[src/rtl/fpu_issue_ctrl_pkg.sv]
// Shared types for the two-port FPU issue controller.
// fp_alu_op_e keeps the ibex_pkg encoding so the core side needs no translation.
package fpu_ctrl_pkg;

   localparam int NUM_REQ = 2;
   localparam int OP_W    = 2;
   localparam int DATA_W  = 16;
   localparam int CNT_W   = 3;

   typedef enum logic [OP_W-1:0] {
      FP_ALU_ADD  = 2'd0,
      FP_ALU_SUB  = 2'd1,
      FP_ALU_MULT = 2'd2
   } fp_alu_op_e;

   typedef enum logic [1:0] {
      IDLE,
      EXEC,
      RESP
   } fpu_ctrl_state_e;

   typedef logic req_id_t;

   function automatic logic [NUM_REQ-1:0] id2oh(req_id_t id);
      return id ? 2'b10 : 2'b01;
   endfunction

endpackage

[src/rtl/fpu_issue_ctrl_rr_arb.sv]
// Two-way round-robin arbiter; the pointer remembers the last port served
// and only moves when the caller reports an accepted handshake.
module fpu_rr_arb
   import fpu_ctrl_pkg::*;
(
   input  logic               clk_i,
   input  logic               rst_ni,
   input  logic [NUM_REQ-1:0] valid_i,
   input  logic               advance_i,
   output logic [NUM_REQ-1:0] gnt_o,
   output req_id_t            id_o
);

   req_id_t last_q, last_d;

   always_comb begin
      id_o = 1'b0;
      case (valid_i)
         2'b01:   id_o = 1'b0;
         2'b10:   id_o = 1'b1;
         2'b11:   id_o = ~last_q;
         default: id_o = 1'b0;
      endcase
      gnt_o  = (valid_i != '0) ? id2oh(id_o) : '0;
      last_d = advance_i ? id_o : last_q;
   end

   // Reset as if port 1 was served last so port 0 wins the first tie.
   always_ff @(posedge clk_i or negedge rst_ni) begin
      if (!rst_ni) begin
         last_q <= 1'b1;
      end else begin
         last_q <= last_d;
      end
   end

endmodule

[src/rtl/fpu_issue_ctrl.sv]
// Shares one combinational 16-bit FPU between two requesters, one op at a time.
// Define FPU_CTRL_PERF_EN to add saturating accepted-op and response-stall counters.
module fpu_issue_ctrl
   import fpu_ctrl_pkg::*;
#(
   parameter int EXEC_CYCLES = 2,
   parameter int PERF_CNT_W  = 32
) (
   input  logic                  clk_i,
   input  logic                  rst_ni,
   input  logic [NUM_REQ-1:0]    req_valid_i,
   output logic [NUM_REQ-1:0]    req_ready_o,
   input  logic [2*OP_W-1:0]     req_op_i,
   input  logic [2*DATA_W-1:0]   req_a_i,
   input  logic [2*DATA_W-1:0]   req_b_i,
   output logic [NUM_REQ-1:0]    rsp_valid_o,
   input  logic [NUM_REQ-1:0]    rsp_ready_i,
   output logic [DATA_W-1:0]     rsp_result_o,
   output logic [OP_W-1:0]       fpu_operator_o,
   output logic [DATA_W-1:0]     fpu_operand_a_o,
   output logic [DATA_W-1:0]     fpu_operand_b_o,
   input  logic [DATA_W-1:0]     fpu_result_i,
`ifdef FPU_CTRL_PERF_EN
   output logic [PERF_CNT_W-1:0] perf_ops_o,
   output logic [PERF_CNT_W-1:0] perf_stall_o,
`endif
   output logic                  busy_o
);

   if (EXEC_CYCLES < 1 || EXEC_CYCLES > 8) begin : g_bad_exec
      $error("fpu_issue_ctrl: EXEC_CYCLES must be 1..8");
   end
   if (PERF_CNT_W < 1) begin : g_bad_perf
      $error("fpu_issue_ctrl: PERF_CNT_W must be >= 1");
   end

   localparam logic [CNT_W-1:0] CntInit = CNT_W'(EXEC_CYCLES - 1);

   fpu_ctrl_state_e   state_q, state_d;
   logic [CNT_W-1:0]  cnt_q, cnt_d;
   req_id_t           owner_q, owner_d;
   logic [OP_W-1:0]   op_q, op_d;
   logic [DATA_W-1:0] a_q, a_d;
   logic [DATA_W-1:0] b_q, b_d;
   logic [DATA_W-1:0] res_q, res_d;

   logic [NUM_REQ-1:0] arb_valid;
   logic [NUM_REQ-1:0] gnt;
   req_id_t            gnt_id;
   logic               accept;

   assign arb_valid = (state_q == IDLE) ? req_valid_i : '0;

   fpu_rr_arb u_arb (
      .clk_i     (clk_i),
      .rst_ni    (rst_ni),
      .valid_i   (arb_valid),
      .advance_i (accept),
      .gnt_o     (gnt),
      .id_o      (gnt_id)
   );

   // Ready is masked while reset is held so no grant leaks out of reset.
   assign req_ready_o = rst_ni ? gnt : '0;
   assign accept      = |(req_valid_i & req_ready_o);

   always_comb begin
      state_d     = state_q;
      cnt_d       = cnt_q;
      owner_d     = owner_q;
      op_d        = op_q;
      a_d         = a_q;
      b_d         = b_q;
      res_d       = res_q;
      rsp_valid_o = '0;
      case (state_q)
         IDLE: begin
            if (accept) begin
               owner_d = gnt_id;
               op_d    = gnt_id ? req_op_i[2*OP_W-1:OP_W] : req_op_i[OP_W-1:0];
               a_d     = gnt_id ? req_a_i[2*DATA_W-1:DATA_W] : req_a_i[DATA_W-1:0];
               b_d     = gnt_id ? req_b_i[2*DATA_W-1:DATA_W] : req_b_i[DATA_W-1:0];
               cnt_d   = CntInit;
               state_d = EXEC;
            end
         end
         EXEC: begin
            if (cnt_q == '0) begin
               res_d   = fpu_result_i;
               state_d = RESP;
            end else begin
               cnt_d = cnt_q - 1'b1;
            end
         end
         RESP: begin
            rsp_valid_o = id2oh(owner_q);
            if (rsp_ready_i[owner_q]) begin
               state_d = IDLE;
            end
         end
         default: state_d = IDLE;
      endcase
   end

   always_ff @(posedge clk_i or negedge rst_ni) begin
      if (!rst_ni) begin
         state_q <= IDLE;
         cnt_q   <= '0;
         owner_q <= 1'b0;
         op_q    <= FP_ALU_ADD;
         a_q     <= '0;
         b_q     <= '0;
         res_q   <= '0;
      end else begin
         state_q <= state_d;
         cnt_q   <= cnt_d;
         owner_q <= owner_d;
         op_q    <= op_d;
         a_q     <= a_d;
         b_q     <= b_d;
         res_q   <= res_d;
      end
   end

   assign fpu_operator_o  = op_q;
   assign fpu_operand_a_o = a_q;
   assign fpu_operand_b_o = b_q;
   assign rsp_result_o    = res_q;
   assign busy_o          = (state_q != IDLE);

`ifdef FPU_CTRL_PERF_EN
   logic [PERF_CNT_W-1:0] ops_q, ops_d;
   logic [PERF_CNT_W-1:0] stall_q, stall_d;
   logic                  stall;

   assign stall = (state_q == RESP) && !rsp_ready_i[owner_q];

   always_comb begin
      ops_d   = ops_q;
      stall_d = stall_q;
      if (accept && ops_q != '1) begin
         ops_d = ops_q + 1'b1;
      end
      if (stall && stall_q != '1) begin
         stall_d = stall_q + 1'b1;
      end
   end

   always_ff @(posedge clk_i or negedge rst_ni) begin
      if (!rst_ni) begin
         ops_q   <= '0;
         stall_q <= '0;
      end else begin
         ops_q   <= ops_d;
         stall_q <= stall_d;
      end
   end

   assign perf_ops_o   = ops_q;
   assign perf_stall_o = stall_q;
`endif

endmodule
[config.mk]
export PLATFORM = sky130hd
export DESIGN_NAME = fpu_issue_ctrl
export DESIGN_NICKNAME = d
export VERILOG_FILES = /design/src/rtl/fpu_issue_ctrl_pkg.sv /design/src/rtl/fpu_issue_ctrl_rr_arb.sv /design/src/rtl/fpu_issue_ctrl.sv
export SDC_FILE = /design/constraint.sdc
export NUM_CORES = 1
export LEC_CHECK = 0
export CAP_MARGIN = 10
export CORE_ASPECT_RATIO = 1.4
export CORE_MARGIN = 8
export CORE_UTILIZATION = 30
export DETAILED_ROUTE_END_ITERATION = 8
export PLACE_DENSITY = 0.63
export SLEW_MARGIN = 5
export SYNTH_ARGS = -nofsm -noshare
export SYNTH_HDL_FRONTEND = slang
export SYNTH_SLANG_ARGS = --single-unit
[constraint.sdc]
create_clock -name clk_i -period 2 [get_ports clk_i]
set_input_delay 0.4 -clock clk_i [delete_from_list [all_inputs] [get_ports clk_i]]
set_output_delay 0.4 -clock clk_i [all_outputs]
set_load 0.03 [all_outputs]
ff_map.png
Bar = 20 µm. Other sequential cells in the stronger gray, the rest of the logic in the fainter gray.
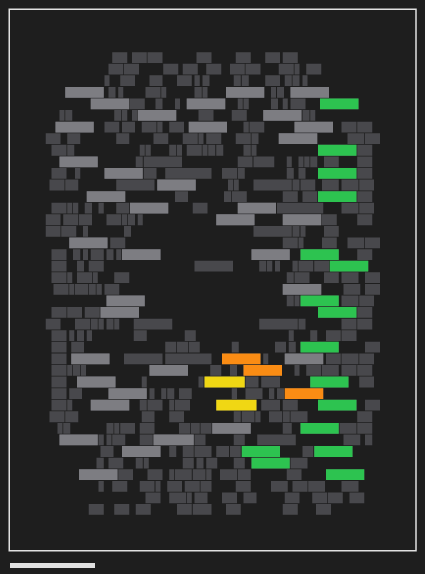
green -> rsp_result_o  # placed flops 16
yellow -> state_q  # placed flops 2
orange -> cnt_q  # placed flops 3
not colored = 36
sequential share of cell area: 31.5%
FF/Latch Area: 1430 µm²
total sequential power: 0.00205 W
Core Util, Final: 53.0%

sizing.png
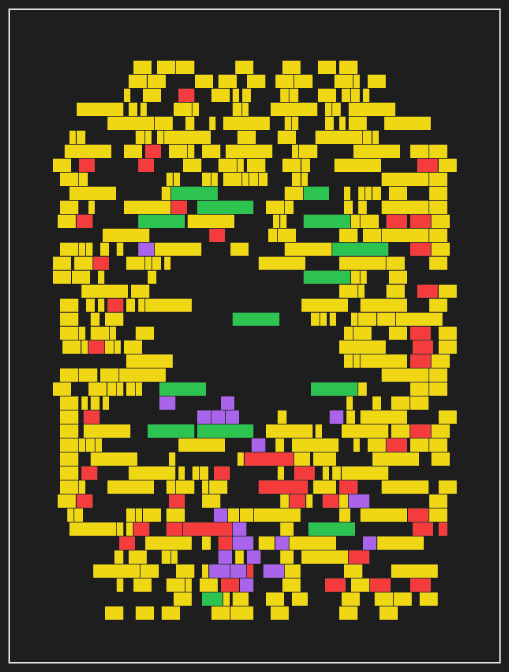
red -> x2  # cells 45, share 11%, most used a21oi_2
green -> x6 and larger  # cells 14, share 3.4%, most used clkbuf_16
yellow -> x1 and smaller  # cells 337, share 81%, most used clkdlybuf4s50_1
purple -> x3 and x4  # cells 20, share 4.8%, most used buf_4

==> impl_metrics.env <==
# yosys + openroad results
export IMPL_dpl_cell_area_um2=4160
export IMPL_drc_errors=0
export IMPL_dp_worst_setup_slack_ns=-0.0214
export IMPL_worstSkewPairLatency_ns=0.32
export IMPL_clock_skew_ns=0.00832
export IMPL_mux_area_share_pct=7.66
export IMPL_place_gp_congestion=0.751
export IMPL_clkTransAtPathRegs_ns=0.05
export IMPL_r2r_end="cnt_q[1]$_DFFE_PN0P_"
export IMPL_p_clk_w=0.00178
export IMPL_synthCells=260
export IMPL_antenna_cells=0
export IMPL_dp_hpwl_um=6270
export IMPL_yosys_cells=260
export IMPL_mostFrequentLayoutCell="clkdlybuf4s50_1"
export IMPL_ant_nets=0
export IMPL_syn_area_per_cell_um2=10.1
export IMPL_top_power_group="combinational logic"
export IMPL_period_needed_ns=1.97
export IMPL_num_fill_cells=798
export IMPL_grt_max_degree=59
export IMPL_finalNonFillerCells=521
export IMPL_syn_cell_area_um2=2630
export IMPL_p_int_w=0.00465
export IMPL_worst_pin_slew_ns=0.722
export IMPL_switching_share_pct=39.7
export IMPL_path_max_fanout=4
export IMPL_ir_drop_mv=0.815
export IMPL_regToRegStartpoint="cnt_q[0]$_DFFE_PN0P_"
export IMPL_final_hold_viol_count=0
export IMPL_grt_antenna_before_repair=0
export IMPL_worstPathArrival_ns=1.57
export IMPL_worst_endpoint_required_ns=1.60
export IMPL_cts_buffer_depth=2
export IMPL_ys_ff=57
export IMPL_drive_gt1_share_pct=19.0
export IMPL_dp_cells=504
export IMPL_clock_fmax_mhz=509
export IMPL_cts_root_buffer="clkbuf_16"
export IMPL_cts_sinks=57
export IMPL_synth_nets=352
export IMPL_cts_hold_buffers=0
export IMPL_yosys_warnings=0
export IMPL_pwr_density_cell_nw_per_um2=1700
export IMPL_ys_types=32
export IMPL_cts_htree_levels=3
export IMPL_criticalPathCategory="input port to output pin"
export IMPL_cpPeakStageDelay_ns=0.48
export IMPL_simple_gate_area_share_pct=14.9
export IMPL_crit_chain="clkdlybuf4s50_1 -> nand2_1 -> and3_2 -> and2_1 -> buf_4"
export IMPL_combPwrFrac_pct=50.2
export IMPL_comb_area_um2=1090
export IMPL_io_buffers=144
export IMPL_leakagePower_nw=1.94
export IMPL_drt_iter0_drc=77
export IMPL_clkPwrFrac_pct=23.1
export IMPL_areaGrowthSynthToFinish_pct=72.6
export IMPL_relSlewSlack_pct=51.9
export IMPL_dr_total_vias=2433
export IMPL_dieArea_um2=12100
export IMPL_aoi_share_pct=17.7
export IMPL_pg_comb_w=0.00387
export IMPL_dieWidth_um=95.1
export IMPL_ys_sh_adder_pct=0.952
export IMPL_grt_pass1_wl_um=13100
export IMPL_start_kind="input port"
export IMPL_endpoint_kind="output pin"
export IMPL_hold_worst_slack_ns=0.282
export IMPL_xor_share_pct=0
export IMPL_die_y_um=127
export IMPL_p_sw_w=0.00306
export IMPL_wirelength_um=8300
export IMPL_drv_slew=0
export IMPL_period_used_pct=98.3
export IMPL_hold_path_class="input port to async pin"
export IMPL_wire_per_inst_um=15.9
export IMPL_yosysSeqAreaShare_pct=54.3
export IMPL_initCoreUtil_pct=30.7
export IMPL_final_area_um2=4540
export IMPL_status="finished clean"
export IMPL_track_usage_pct=13.9
export IMPL_tool_warnings=27
export IMPL_tritoncts="built"
export IMPL_timing_reg2reg_setup_slack_ns=0.30
placed.png
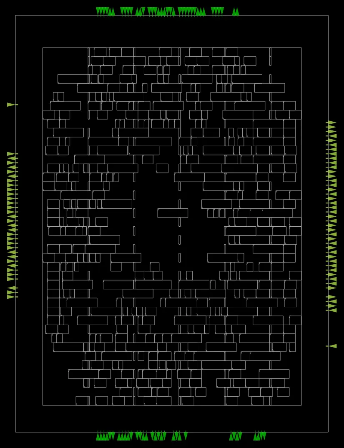
flop count: 57
core area: 8560 µm²
std cell rows: 40

## routing by layer
metal / wire, µm / GRT usage [%]
met2: 4340 / 24.1
met3: 745 / 5.08
met1: 3140 / 15.1
met5: 0 / 0
met4: 72 / 4.43
## timing repair
item / 4_1_cts / 5_1_grt
pin swaps: 0 / 1
gates resized: 5 / 4
endpoints found under the setup margin: 4 / 1
setup buffers: 0 / 1
## cells in the mapped netlist
cell	n	area (µm²)
a21o_1	1	7.51
a21oi_1	54	270
a21oi_2	18	158
a22o_1	1	8.76
and2_1	1	6.26
and3_1	1	6.26
and3b_1	1	8.76
buf_2	2	10.0
buf_4	4	30.0
buf_6	4	45.0
clkbuf_1	5	18.8
dfrtp_1	56	1400
dfstp_2	1	26.3
ha_1	2	25.0
inv_1	3	11.3
inv_2	1	3.75
mux2_2	17	191
mux2i_1	1	10.0
nand2_1	35	131
nand2b_1	1	6.26
nand2b_2	1	8.76
nand3_2	1	10.0
nand3b_1	1	7.51
nor2_1	37	139
nor2_2	1	6.26
nor2_4	3	33.8
nor2b_2	1	8.76
nor3_1	1	5.00
nor3b_1	1	7.51
o21ai_0	2	10.0
o21ba_2	1	10.0
or2_1	1	6.26
## per-stage QoR
stage,utilization (%),TNS (ns),total power (W)
floorplan,-,0,0.00436
global placement,48.7,0,0.00594
detailed placement,48.7,-0.0587,0.00599
CTS,52.8,0,0.00782
global route,53.0,-0.00179,0.00815
finish,53.0,0,0.00771
## final cells by class
type                       count  share of cell area, %
inverter                       4                  0.331
sequential                    57                   31.5
tap                          105                   2.89
timing repair buffer         155                   33.4
clock buffer                  10                   5.27
multi-input combinational    184                   24.0
clock inverter                 6                   2.54
## worst max-delay path: cells and delay by family
kind | cells | cell delay [ns]
buffers and inverters | 2 | 0.65
and+or+nand+nor | 3 | 0.52
Power is estimated from default activity; no workload was simulated.
